## src/rtl/imem_loader_pkg.sv

```systemverilog
// Shared types and constants for the instruction-store boot loader.
package imem_loader_pkg;

  typedef enum logic [2:0] {
    IDLE,
    WAKE,
    LEN,
    DATA,
    WRITE,
    CSUM,
    DONE
  } state_t;

  localparam int         BYTES_PER_WORD = 4;
  localparam int         BYTE_IDX_W     = $clog2(BYTES_PER_WORD);
  localparam logic [3:0] MEM_BE_ALL     = 4'hF;

  function automatic logic last_byte(input logic [BYTE_IDX_W-1:0] idx);
    return idx == BYTE_IDX_W'(BYTES_PER_WORD - 1);
  endfunction

endpackage

```

## src/rtl/imem_byte_packer.sv

```systemverilog
// Little-endian byte-to-word assembler; the first accepted byte lands in bits [7:0].
module imem_byte_packer
  import imem_loader_pkg::*;
(
  input  logic        clk,
  input  logic        rst_n,
  input  logic        clear,
  input  logic        accept,
  input  logic [7:0]  byte_in,
  output logic [31:0] word,
  output logic        word_valid
);

  localparam int SH_W = 8 * (BYTES_PER_WORD - 1);

  logic [BYTE_IDX_W-1:0] byte_idx;
  logic [SH_W-1:0]       shreg;

  always_ff @(posedge clk) begin
    if (!rst_n) begin
      byte_idx <= '0;
      shreg    <= '0;
    end else if (clear) begin
      byte_idx <= '0;
    end else if (accept) begin
      byte_idx <= byte_idx + 1'b1;
      shreg    <= {byte_in, shreg[SH_W-1:8]};
    end
  end

  // The final byte is merged combinationally so the word is usable on its accept edge.
  assign word       = {byte_in, shreg};
  assign word_valid = accept && last_byte(byte_idx);

endmodule

```

## src/rtl/imem_loader.sv

```systemverilog
// Boot-time writer for the dual 16-bit SPRAM instruction store.
// Optional trailing checksum word enabled by defining IMEM_LOADER_CHECKSUM_EN.
module imem_loader
  import imem_loader_pkg::*;
#(
  parameter int ADDR_W      = 14,
  parameter int WAKE_CYCLES = 3,
  parameter int MAX_WORDS   = 16384
) (
  input  logic              clk,
  input  logic              rst_n,
  input  logic              start,
  input  logic [ADDR_W-1:0] base_addr,
  input  logic              in_valid,
  input  logic [7:0]        in_data,
  output logic              in_ready,
  output logic [ADDR_W-1:0] mem_addr,
  output logic [15:0]       mem_din_hi,
  output logic [15:0]       mem_din_lo,
  output logic              mem_we,
  output logic [3:0]        mem_be,
  output logic              ls_req,
  output logic              core_hold,
  output logic              done,
  output logic              err
);

  // One extra bit so a count of exactly 2**ADDR_W words is representable.
  localparam int                CNT_W     = ADDR_W + 1;
  localparam int                WAKE_W    = (WAKE_CYCLES > 1) ? $clog2(WAKE_CYCLES) : 1;
  localparam logic [WAKE_W-1:0] WAKE_LAST = WAKE_W'(WAKE_CYCLES - 1);

  state_t            state;
  logic [ADDR_W-1:0] addr_q;
  logic [CNT_W-1:0]  word_cnt;
  logic [CNT_W-1:0]  word_cnt_nx;
  logic [CNT_W-1:0]  n_words;
  logic [WAKE_W-1:0] wake_cnt;
  logic              byte_accept;
  logic              pk_clear;
  logic              pk_valid;
  logic [31:0]       pk_word;
`ifdef IMEM_LOADER_CHECKSUM_EN
  logic [31:0]       csum_acc;
`endif

  assign byte_accept = in_valid && in_ready;
  assign pk_clear    = (state == IDLE) && start;
  assign word_cnt_nx = word_cnt + 1'b1;

  imem_byte_packer u_packer (
    .clk        (clk),
    .rst_n      (rst_n),
    .clear      (pk_clear),
    .accept     (byte_accept),
    .byte_in    (in_data),
    .word       (pk_word),
    .word_valid (pk_valid)
  );

  always_ff @(posedge clk) begin
    if (!rst_n) begin
      state      <= IDLE;
      in_ready   <= 1'b0;
      mem_we     <= 1'b0;
      mem_be     <= '0;
      mem_addr   <= '0;
      mem_din_hi <= '0;
      mem_din_lo <= '0;
      ls_req     <= 1'b1;
      core_hold  <= 1'b0;
      done       <= 1'b0;
      err        <= 1'b0;
      addr_q     <= '0;
      word_cnt   <= '0;
      n_words    <= '0;
      wake_cnt   <= '0;
`ifdef IMEM_LOADER_CHECKSUM_EN
      csum_acc   <= '0;
`endif
    end else begin
      done   <= 1'b0;
      mem_we <= 1'b0;
      mem_be <= '0;
      case (state)
        IDLE: begin
          ls_req    <= 1'b1;
          core_hold <= 1'b0;
          in_ready  <= 1'b0;
          if (start) begin
            addr_q    <= base_addr;
            err       <= 1'b0;
            word_cnt  <= '0;
            wake_cnt  <= '0;
            ls_req    <= 1'b0;
            core_hold <= 1'b1;
`ifdef IMEM_LOADER_CHECKSUM_EN
            csum_acc  <= '0;
`endif
            state     <= WAKE;
          end
        end

        // SPRAM stand-by exit: no bytes are taken until the macros are awake.
        WAKE: begin
          if (wake_cnt == WAKE_LAST) begin
            state    <= LEN;
            in_ready <= 1'b1;
          end else begin
            wake_cnt <= wake_cnt + 1'b1;
          end
        end

        LEN: begin
          if (pk_valid) begin
            if (pk_word == 32'd0) begin
`ifdef IMEM_LOADER_CHECKSUM_EN
              state    <= CSUM;
`else
              state    <= DONE;
              done     <= 1'b1;
              in_ready <= 1'b0;
`endif
            end else if (pk_word > 32'(MAX_WORDS)) begin
              err      <= 1'b1;
              state    <= DONE;
              done     <= 1'b1;
              in_ready <= 1'b0;
            end else begin
              n_words  <= pk_word[CNT_W-1:0];
              state    <= DATA;
            end
          end
        end

        DATA: begin
          if (pk_valid) begin
            state      <= WRITE;
            in_ready   <= 1'b0;
            mem_we     <= 1'b1;
            mem_be     <= MEM_BE_ALL;
            mem_addr   <= addr_q;
            mem_din_hi <= pk_word[31:16];
            mem_din_lo <= pk_word[15:0];
`ifdef IMEM_LOADER_CHECKSUM_EN
            csum_acc   <= csum_acc + pk_word;
`endif
          end
        end

        // Write strobe is live this cycle; address wraps naturally at ADDR_W bits.
        WRITE: begin
          addr_q   <= addr_q + 1'b1;
          word_cnt <= word_cnt_nx;
          if (word_cnt_nx == n_words) begin
`ifdef IMEM_LOADER_CHECKSUM_EN
            state    <= CSUM;
            in_ready <= 1'b1;
`else
            state    <= DONE;
            done     <= 1'b1;
`endif
          end else begin
            state    <= DATA;
            in_ready <= 1'b1;
          end
        end

`ifdef IMEM_LOADER_CHECKSUM_EN
        CSUM: begin
          if (pk_valid) begin
            in_ready <= 1'b0;
            state    <= DONE;
            done     <= 1'b1;
            if (pk_word != csum_acc) begin
              err <= 1'b1;
            end
          end
        end
`endif

        DONE: begin
          state     <= IDLE;
          ls_req    <= 1'b1;
          core_hold <= 1'b0;
        end

        default: begin
          state    <= IDLE;
          in_ready <= 1'b0;
        end
      endcase
    end
  end

endmodule

```

## config.mk

```make
export PLATFORM = sky130hd
export DESIGN_NAME = imem_loader
export DESIGN_NICKNAME = d
export VERILOG_FILES = /design/src/rtl/imem_loader_pkg.sv /design/src/rtl/imem_byte_packer.sv /design/src/rtl/imem_loader.sv
export SDC_FILE = /design/constraint.sdc
export NUM_CORES = 1
export LEC_CHECK = 0
export ABC_CLOCK_PERIOD_IN_PS = 2910
export CORE_AREA = 2 2 105 107
export DETAILED_ROUTE_END_ITERATION = 10
export DIE_AREA = 0 0 107 109
export PLACE_DENSITY = 0.79
export SETUP_SLACK_MARGIN = 0.15
export SLEW_MARGIN = 10
export SYNTH_ARGS = -nofsm -noshare
export SYNTH_HDL_FRONTEND = slang
export SYNTH_SLANG_ARGS = --single-unit
```

## constraint.sdc

```tcl
create_clock -name clk -period 2.91 [get_ports clk]
set_clock_uncertainty 0.1 [all_clocks]
set_input_delay 0.873 -clock clk [delete_from_list [all_inputs] [get_ports clk]]
set_output_delay 0.873 -clock clk [all_outputs]
set_load 0.05 [all_outputs]
```

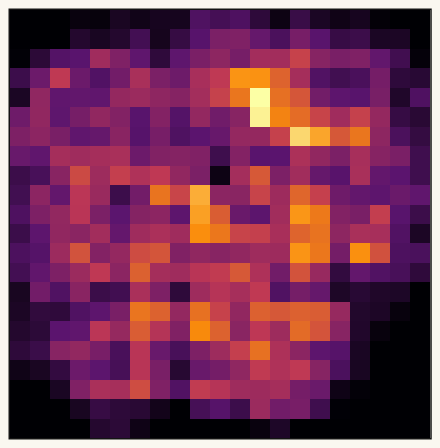
*Routed metal per tile*
The die is cut into 21 by 22 equal tiles; black is low, pale yellow is high, scaled to the fullest tile. Values are wire area over tile area, all layers added.
fullest tile = 0.68
tiles over half the peak = 16%
nearly empty tiles = 12%
emptiest ninth of the die = lower right
densest ninth of the die = centre
mean over tiles = 0.21
Routed wire per std cell: 15.5 um
Routed Wire Length: 14800 um
vias post-DR: 5347
global router's overall resource usage: 26.1%

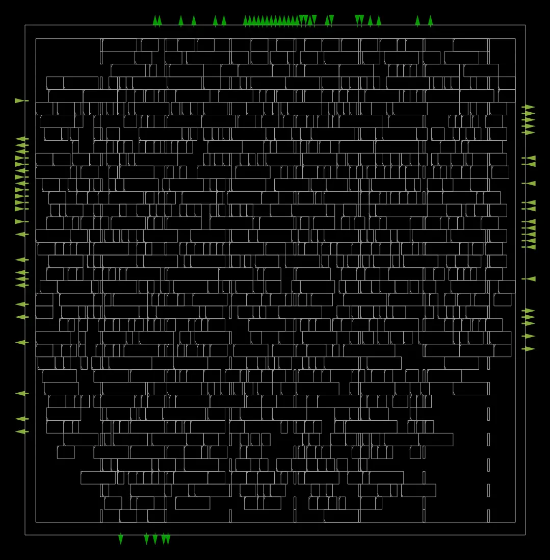
*Placed standard cells*
share of the core filled with cells: 68.7%
number of tap cells inserted: 140
Non-Filler Instances: 951
row count: 38

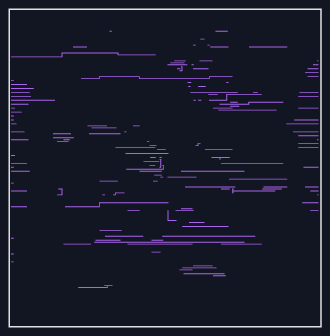
*Met3 routing*
share of all routed wire = 6.9%
main direction = horizontal
global-route track usage on met3: 6.16%

==> notes.md <==
Item: results of the latest flow run.

- The average cell area after synthesis is 7.77 um^2.
- The number of gates resized after CTS was 0.
- The OpenROAD report gives the critical path a required time of 1.94 ns.
- The multi-input combinational cells in the finished layout cover a total of 0.00281 mm^2.
- The horizontal die dimension is 107 um.
- The area growth from synthesis to layout is 29.8%.
- The DRC violation total left in the routed layout is recorded as 0.
- The count of buffers from port buffering is 81.
- The flip-flop and latch area is 0.00254 mm^2.
- Clock-pin slew was measured on the worst setup and hold paths at 0.06 ns.
- Hold repair after CTS inserted 0 buffers.
- STA shows the worst reg2reg path with a cell count of 6.
- The number of detailed-route iterations in the first pass is 5.
- Per the synth log, the flip-flop and latch total comes to 127.
- The flow ran to the end, and the final reports show no timing, DRC or antenna violations.
- In the setup report, the worst path falls into the class reg2out.
- The highest clock rate is ~0.37 GHz.
- After synthesis, the design contains 722 cells according to Yosys.
- The arrival time of the worst setup path is about 1.8 ns.
- Synthesis produced a netlist with a net count of 752.
- The chip area estimate from yosys synthesis is 0.00561 mm^2.
- In this run the static leakage power is 2.58 nW.
- The worst slew margin relative to its limit is between 60 and 70%.
- The tree is rooted in a clkbuf_8.
- The largest fanout on the critical path is 5.
- The adder and majority cell fraction of the synthesized area is 0.892%.
- The placement stage leaves a total instance area of 0.00665 mm^2.
- Yosys reports the multiplexer fraction of the synthesized area as under 10%.
- The total I/O pin count is a little over 80.
- Per the detail_route report, vias per standard cell equal 5.62.
- The number of antenna violations at the first check in global routing is 0.
- The final period demand of the worst path is between 2 and 3 ns.
- The fraction of layout instances using a drive strength above 1 is 8.26%.
- The maximum count of clock buffers along a single path is 2.
- The largest stage delay on the critical path is between 0.8 and 0.9 ns.
- From bottom edge to top edge, the die measures ~110 um.
- The leading cell type by number of instances after synthesis is nand2_1.
- The total standard cell area after synthesis is about 0.0056 mm^2.
kinds of logic after synthesis:
kind of cell,Yosys count
and+or+nand+nor,331
AOI/OAI and AO/OA,158
DFF,127
buffers and inverters,60
xor gates and xnor gates,23
muxes,19
adders and majority gates,4
layout make-up:
cell class / instances / area share [%]
clock buffer: 23 / 6.41
sequential: 127 / 34.9
clock inverter: 9 / 2.15
timing repair buffer: 109 / 15.1
tap: 140 / 2.41
inverter: 8 / 0.430
multi-input combinational: 535 / 38.6
path summary, 6_finish.rpt:
check | slack [ns] | to | start
hold reg to reg | 0.35 | mem_addr[4]$_SDFFE_PN0P_ | mem_addr[4]$_SDFFE_PN0P_
setup reg to reg | 0.46 | state[0]$_SDFFE_PN0P_ | word_cnt[0]$_SDFFE_PN0P_
hold / removal | 0.35 | mem_addr[4]$_SDFFE_PN0P_ | mem_addr[4]$_SDFFE_PN0P_
setup / recovery | 0.17 | mem_we | mem_be[2]$_SDFF_PN0_
through the flow:
step           power [mW]  setup WS [ns]  instances  hold WS [ns]  util (%)
3_5_place_dp         3.03         -0.149        919         0.348      62.7
4_1_cts              5.26          0.164        951         0.356      68.6
3_3_place_gp         3.00        -0.0969        919         0.333      62.7
2_1_floorplan        2.68          0.389        722         0.340         -
6_report             5.24          0.173        951         0.354      68.7
5_1_grt              5.46          0.144        951         0.375      68.7
state kept, by name (all words and copies together) (netlist names):
name	flops
u_packer.byte_idx	2
wake_cnt	2
err	1
u_packer.shreg	24
in_ready	1
mem_din_hi	16
mem_be	1
mem_addr	14
done	1
addr_q	14
word_cnt	15
ls_req	1
n_words	15
state	3
mem_din_lo	16
core_hold	1
cells in the final DEF (no fill, tap or decap), types with 4 or more instances in the layout:
master             n
a21oi_1           96
nor2_1            70
nand3_1           20
bufinv_16          4
xor2_1            11
a221oi_1           4
inv_1              7
clkbuf_8           4
o21ai_0           25
nand4_1           10
mux2i_1           19
and3_1             6
nand2_1          174
ha_1               4
xnor2_1           12
dfxtp_1          127
nor3_1            13
buf_12             6
or3_1              4
nor4_1            12
clkdlybuf4s50_1   79
a31oi_1            8
a211oi_1           5
clkbuf_16         16
a311oi_1           4
buf_4             22
layer usage:
metal  vias to the layer above  routed length (um)  GRT usage, %
met1                      2450                6240          32.5
met2                       231                7260          44.3
met4                         0                 241          9.18
li1                       2639                   -             -
met3                        27                1020          6.16
met5                         -                   0             0
power by group:
group	leakage [nW]	switching, mW	internal (mW)
clock	0.306	0.753	1.46
combinational	1.25	0.631	0.399
sequential	1.03	0.148	1.85
No activity file was given, so power comes from the tool's default toggle rates.
